===== src/rtl/vend_pkg.sv =====
// Shared types and constants for the vending-machine sequencer.
// Holds the FSM state encoding, coin values and the default vend price.
package vend_pkg;

  typedef enum logic [2:0] {
    StIdle,
    StCollect,
    StVend,
    StChange,
    StRefund
  } state_e;

  localparam int unsigned CoinC5Value  = 5;
  localparam int unsigned CoinC10Value = 10;
  localparam int unsigned CoinC25Value = 25;
  localparam int unsigned DefaultPrice = 25;
  localparam int unsigned NickelValue  = 5;

  // Value of a one-hot coin pulse; multi-hot is screened out by the caller.
  function automatic int unsigned coin_value(input logic c5, input logic c10, input logic c25);
    if (c25) begin
      return CoinC25Value;
    end else if (c10) begin
      return CoinC10Value;
    end else if (c5) begin
      return CoinC5Value;
    end
    return 0;
  endfunction

endpackage


===== src/rtl/inactivity_timer.sv =====
// Down-counter that pulses tc_o on the enabled cycle where it expires.
// clr_i reloads the full count and takes priority over counting.
module inactivity_timer #(
  parameter int unsigned Count = 1000
) (
  input  logic clk_i,
  input  logic reset_i,
  input  logic clr_i,
  input  logic en_i,
  output logic tc_o
);

  localparam int unsigned CntW = $clog2(Count + 1);

  logic [CntW-1:0] cnt_q, cnt_d;

  always_comb begin
    cnt_d = cnt_q;
    tc_o  = 1'b0;
    if (clr_i) begin
      cnt_d = CntW'(Count);
    end else if (en_i && (cnt_q != '0)) begin
      cnt_d = cnt_q - CntW'(1);
      tc_o  = (cnt_q == CntW'(1));
    end
  end

  // Once expired the counter parks at zero so tc_o cannot repeat until reloaded.
  always_ff @(posedge clk_i) begin
    if (reset_i) begin
      cnt_q <= '0;
    end else begin
      cnt_q <= cnt_d;
    end
  end

endmodule


===== src/rtl/vend_sequencer.sv =====
// Vending sequencer: collects coins into credit, runs the vend handshake,
// then pays change or refunds as hopper-paced nickel pulses.
module vend_sequencer
  import vend_pkg::*;
#(
  parameter int unsigned Bits    = 6,
  parameter int unsigned Price   = DefaultPrice,
  parameter int unsigned Timeout = 1000
) (
  input  logic            clk_i,
  input  logic            reset_i,
  input  logic            c5_i,
  input  logic            c10_i,
  input  logic            c25_i,
  input  logic            cancel_i,
  input  logic            vend_ack_i,
  input  logic            hopper_ready_i,
  output logic [Bits-1:0] credit_o,
  output logic            coin_accept_o,
  output logic            coin_reject_o,
  output logic            vend_req_o,
  output logic            nickel_out_o,
  output logic            busy_o
);

  localparam logic [Bits-1:0] PriceW  = Bits'(Price);
  localparam logic [Bits-1:0] NickelW = Bits'(NickelValue);

  state_e          state_q, state_d;
  logic [Bits-1:0] credit_q, credit_d;
  logic            accept_q, reject_q, reject_d, vend_req_q, nickel_q, nickel_d, busy_q;

  logic            coin_any, coin_multi, coin_fits;
  logic [Bits:0]   coin_sum;
  logic            tmr_clr, tmr_en, tmr_tc;

  assign coin_any   = c5_i | c10_i | c25_i;
  assign coin_multi = (c5_i & c10_i) | (c5_i & c25_i) | (c10_i & c25_i);
  // One extra bit catches a coin that would overflow the credit register.
  assign coin_sum   = {1'b0, credit_q} + (Bits + 1)'(coin_value(c5_i, c10_i, c25_i));
  assign coin_fits  = ~coin_sum[Bits];
  assign tmr_en     = (state_q == StCollect);

  inactivity_timer #(
    .Count (Timeout)
  ) u_inactivity_timer (
    .clk_i   (clk_i),
    .reset_i (reset_i),
    .clr_i   (tmr_clr),
    .en_i    (tmr_en),
    .tc_o    (tmr_tc)
  );

  always_comb begin
    state_d  = state_q;
    credit_d = credit_q;
    reject_d = 1'b0;
    nickel_d = 1'b0;
    tmr_clr  = 1'b0;
    case (state_q)
      StIdle, StCollect: begin
        if ((state_q == StCollect) && cancel_i) begin
          state_d  = StRefund;
          reject_d = coin_any;
        end else if (coin_any) begin
          if (!coin_multi && coin_fits) begin
            credit_d = coin_sum[Bits-1:0];
            tmr_clr  = 1'b1;
            state_d  = (coin_sum >= (Bits + 1)'(Price)) ? StVend : StCollect;
          end else begin
            reject_d = 1'b1;
          end
        end else if ((state_q == StCollect) && tmr_tc) begin
          state_d = StRefund;
        end
      end
      StVend: begin
        reject_d = coin_any;
        if (vend_ack_i) begin
          credit_d = credit_q - PriceW;
          state_d  = (credit_q == PriceW) ? StIdle : StChange;
        end
      end
      StChange, StRefund: begin
        reject_d = coin_any;
        if (credit_q == '0) begin
          state_d = StIdle;
        end else if (hopper_ready_i) begin
          nickel_d = 1'b1;
          if (credit_q <= NickelW) begin
            credit_d = '0;
            state_d  = StIdle;
          end else begin
            credit_d = credit_q - NickelW;
          end
        end
      end
      default: begin
        state_d  = StIdle;
        credit_d = '0;
      end
    endcase
  end

  // Outputs are decoded from the next state so they line up with state_q.
  always_ff @(posedge clk_i) begin
    if (reset_i) begin
      state_q    <= StIdle;
      credit_q   <= '0;
      accept_q   <= 1'b1;
      reject_q   <= 1'b0;
      vend_req_q <= 1'b0;
      nickel_q   <= 1'b0;
      busy_q     <= 1'b0;
    end else begin
      state_q    <= state_d;
      credit_q   <= credit_d;
      accept_q   <= (state_d == StIdle) || (state_d == StCollect);
      reject_q   <= reject_d;
      vend_req_q <= (state_d == StVend);
      nickel_q   <= nickel_d;
      busy_q     <= (state_d == StVend) || (state_d == StChange) || (state_d == StRefund);
    end
  end

  assign credit_o      = credit_q;
  assign coin_accept_o = accept_q;
  assign coin_reject_o = reject_q;
  assign vend_req_o    = vend_req_q;
  assign nickel_out_o  = nickel_q;
  assign busy_o        = busy_q;

endmodule


===== config.mk =====
export PLATFORM = sky130hd
export DESIGN_NAME = vend_sequencer
export DESIGN_NICKNAME = d
export VERILOG_FILES = /design/src/rtl/vend_pkg.sv /design/src/rtl/inactivity_timer.sv /design/src/rtl/vend_sequencer.sv
export SDC_FILE = /design/constraint.sdc
export NUM_CORES = 1
export LEC_CHECK = 0
export ABC_CLOCK_PERIOD_IN_PS = 4330
export CAP_MARGIN = 20
export CORE_MARGIN = 2
export CORE_UTILIZATION = 46
export CTS_BUF_LIST = sky130_fd_sc_hd__clkbuf_4
export DETAILED_ROUTE_END_ITERATION = 10
export GPL_TIMING_DRIVEN = 0
export PLACE_DENSITY = 0.67
export SLEW_MARGIN = 40
export SYNTH_ARGS = -nofsm -noshare
export SYNTH_HDL_FRONTEND = slang
export SYNTH_SLANG_ARGS = --single-unit

===== constraint.sdc =====
create_clock -name clk_i -period 4.33 [get_ports clk_i]
set_input_delay 0.866 -clock clk_i [delete_from_list [all_inputs] [get_ports clk_i]]
set_output_delay 0.866 -clock clk_i [all_outputs]
set_load 0.1 [all_outputs]

Local utilization:
Drawn at 6 px/micron. 7 x 7 tiles, from dark blue (low) to red (high), 0 to 100% covered.
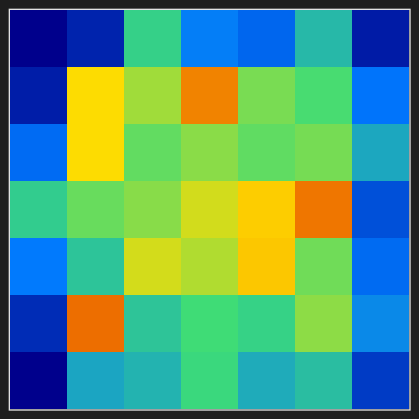
fullest tile	88%
nearly empty tiles	4.1%
mean over tiles	45%
share of the core filled with cells in the final layout: 54.8%
Core ar.: 3720 sq um
starting density of the core: 48.4%

The metal 1 layer:
Drawn at 8 px/micron. Supply wires on this layer in gray. Cells faint in the background.
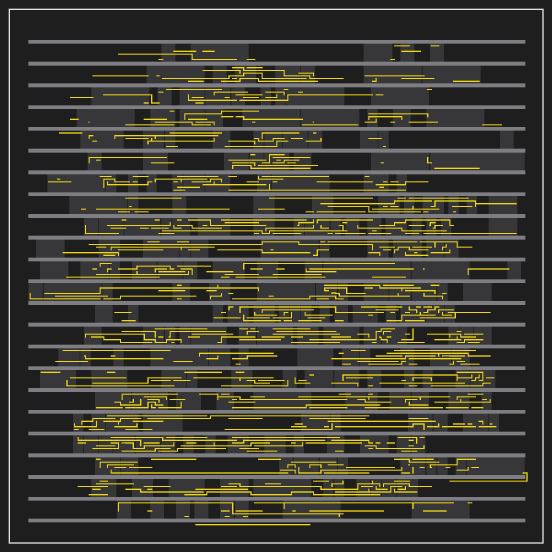
wire length on this layer	2290 microns
share of all routed wire	54%
longest straight run	24.8 microns
fraction of met1 tracks used by global routing: 30.4%
via count: 1644

==> impl_metrics.json <==
{
  "num_antenna_cells": 0,
  "worst_ep_required_ns": 4.56,
  "synth.top_cells.by_count": "26 x nor2_1, 24 x dfxtp_1, 16 x inv_1, 11 x a21oi_1, 11 x nand2_1",
  "syn-cell-area_sq_um": 1800,
  "clock_sink_count": 24,
  "rsz0062_at_grt": "no",
  "period_needed_ns": 3.71,
  "drtAntennaViolNets": 0,
  "synth_top_area_share_pct": 26.7,
  "die_footprint_sq_um": 4430,
  "postRouteWirelength_mm": 4.24,
  "result_of_the_run": "finished, final reports clean",
  "critical_path.startpoint_type": "input port",
  "post_synthesis_compound_gate_area_fraction_pct": 23.9,
  "area_leaders": "dfxtp_1 27%, ha_1 7.0%, nor2_1 5.4%",
  "grt_pass1_wl_mm": 7.00,
  "synthAdderAreaFrac_pct": 8.62,
  "drc": 0,
  "netlist_instances": 223,
  "netlist.top_cell.by_instances": "nor2_1",
  "crit_path_cell_trace": "clkdlybuf4s50_1, clkbuf_1, or2_2, nor2_1, ha_1, nor2b_4, o2111a_1, a2111o_1, or2_0, buf_6, o31a_1, and2_1",
  "path_depth": 12,
  "max_slew_margin_pct": 63.3,
  "clk_root_buffer_cell": "clkbuf_4",
  "worst_setup_path_endpoint": "coin_accept_o",
  "critPathCaptureType": "flip-flop",
  "mappedNetlistNets": 242,
  "setup.worst_path.start": "c25_i",
  "synth-xor-area-share_pct": 6.82,
  "critical-path-slowest-cell": "a2111o_1",
  "setup-tns-final_ns": 0,
  "path_max_fanout": 8,
  "yosys_stat_cell_total": 223,
  "first_global_vias": 1466,
  "worst_r2r_endpoint": "coin_accept_o",
  "setup_ws_ns": 0.623,
  "achievable-frequency_ghz": 0.270,
  "firstDrtPassIters": 4,
  "mux_area_share_pct": 1.11,
  "avgRoutedWirePerCell_microns": 14.5,
  "final-instance-count-excl-fill": 293,
  "buffering_stage_count_on_the_worst_path_with_inverters_included": 3,
  "chip_area_estimate_from_yosys_synthesis_sq_um": 1800,
  "synthArstFlopShare_pct": 0,
  "place_congestion": 0.843,
  "global_route.overflow_total": 0,
  "finalClockPeriodUsage_pct": 85.6,
  "postCtsResizedCells": 0,
  "post_route_cells_drive_above_1_share_pct": 11.0,
  "worst_path_dominant_cell_family": "AND-OR/OR-AND gates",
  "dpl.cell_count": 289,
  "synth_sequential_area_ratio_pct": 26.7,
  "yosys.area_share.simple_pct": 24.9,
  "via_per_inst": 5.61,
  "cap_viol_max_count": 0,
  "timing_worst_slew_pin_value_ns": 0.548,
  "number_of_hold_slack_violations_in_the_final_timing_report": 0,
  "clkLatencyLatePin_ns": 0.32,
  "worst-r2r-setup-slack_ns": 1.58,
  "place.detailed.hpwl_mm": 3.18,
  "tritoncts": "yes",
  "groute.usage.overall_pct": 20.6,
  "netlist.top_cell.by_area": "dfxtp_1",
  "final-setup-viol-count": 0,
  "ys.flops": 24,
  "dr.first_iter.drc_count": 124,
  "cts-htree-levels": 1,
  "slew_viol_final": 0,
  "synth_top_flop_cell": "dfxtp_1",
  "post_cts_hold_fix_buffer_tally": 0,
  "cts_setup_buffers": 0,
  "preCtsSetupSlack_ns": 0.277,
  "clockBufferDepth": 2,
  "floorplan.rows": 22,
  "antenna_violations_before_repair": 0,
  "critical_path.reg2reg.startpoint": "credit_o[0]",
  "syn_area_per_cell_sq_um": 8.07,
  "cp_slowest_stage_delay_ns": 0.45,
  "start_to_end_type_of_the_worst_setup_path": "in2reg",
  "clk_pin_slew_worst_paths_ns": 0.14,
  "synth.distinct_cells": 58,
  "areaGrowthSynthToFinish_pct": 13.2,
  "grt_start_max_net_pins": 15,
  "ys_top_logic_family": "simple AND/OR/NAND/NOR gates",
  "worst_clock_skew_ns": 0.0113
}
I/O nets highlighted:
Drawn at 6 px/micron.
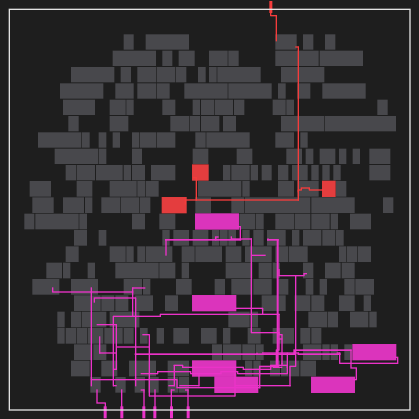
color	port	direction	edge	end cells	buffers	wire
red	`cancel_i`	input	top	3	1	60.7 microns
magenta	`credit_o`	output	bottom	6	6	461 microns
# port buffers: 18
Top-Level Pins: 19

==> cell families after synthesis <==
kind of cell    Yosys count
flops                    24
simple gates             83
mux                       2
buf+inv                  28
xor+xnor                 14
compound gates           60
fa+ha+maj                12
==> sequential cells by signal, indices dropped and copies added (netlist names) <==
signal                    cells
busy_o                        1
coin_accept_o                 1
coin_reject_o                 1
credit_o                      6
nickel_out_o                  1
state_q                       3
u_inactivity_timer.cnt_q     10
vend_req_o                    1
==> layout by cell type, fill, tap and decap left out, types with 2 or more instances in the layout <==
master / Yosys / routed
a21oi_1: 11 / 11
ha_1: 10 / 10
o22ai_1: 3 / 3
xnor2_1: 5 / 5
o21ai_0: 8 / 8
clkbuf_1: 8 / 8
mux2i_1: 2 / 2
dfxtp_1: 24 / 24
nor2_1: 26 / 26
nor2b_1: 4 / 4
nor3b_1: 5 / 5
clkdlybuf4s50_1: 0 / 7
nor3_1: 9 / 9
clkbuf_4: 0 / 3
o31ai_1: 2 / 2
nand3b_1: 5 / 5
nand4_1: 4 / 4
o21a_1: 3 / 3
a31oi_1: 4 / 4
nand2_1: 11 / 11
or3b_2: 2 / 2
a221oi_1: 3 / 3
buf_2: 2 / 13
xor2_1: 9 / 9
inv_1: 16 / 16
a211oi_1: 8 / 8
and2_1: 2 / 2
o21bai_1: 2 / 2
or2_2: 2 / 2
a2bb2oi_1: 2 / 2
nor4_1: 2 / 2
==> layer usage <==
layer	track usage (%)	vias to the layer above	wire, microns
met4	6.12	0	46
met2	31.1	30	1730
met1	30.4	758	2290
li1	-	852	-
met3	2.53	4	165
met5	0	-	0
==> how the worst min path moves through the flow <==
stage,start,end,slack (ns),cells past startpoint
after floorplan,u_inactivity_timer.cnt_q[7],u_inactivity_timer.cnt_q[7],0.52,2
after global placement,u_inactivity_timer.cnt_q[7],u_inactivity_timer.cnt_q[7],0.55,2
after detailed placement,u_inactivity_timer.cnt_q[9],u_inactivity_timer.cnt_q[9],0.55,2
after CTS,u_inactivity_timer.cnt_q[1],u_inactivity_timer.cnt_q[1],0.59,2
after global routing,u_inactivity_timer.cnt_q[9],u_inactivity_timer.cnt_q[9],0.60,2
final,u_inactivity_timer.cnt_q[1],u_inactivity_timer.cnt_q[1],0.58,2
==> metrics by stage <==
| stage | util, % | area, sq um | hold WS [ns] |
|---|---|---|---|
| after floorplan | - | 1800 | 0.524 |
| after global placement | 54.9 | 2040 | 0.545 |
| after detailed placement | 53.4 | 1980 | 0.554 |
| after CTS | 54.8 | 2040 | 0.585 |
| after global routing | 54.8 | 2040 | 0.603 |
| final | 54.8 | 2040 | 0.581 |
==> layout make-up <==
type | instances | area [sq um]
repair buffers | 18 | 125
multi-input cells | 171 | 1170
clock inverters | 1 | 30.0
inverters | 16 | 60.1
flip-flops and latches | 24 | 480
clock buffers | 3 | 22.5
fillers | 365 | 1680
well taps | 48 | 60.1
plain buffers | 12 | 83.8
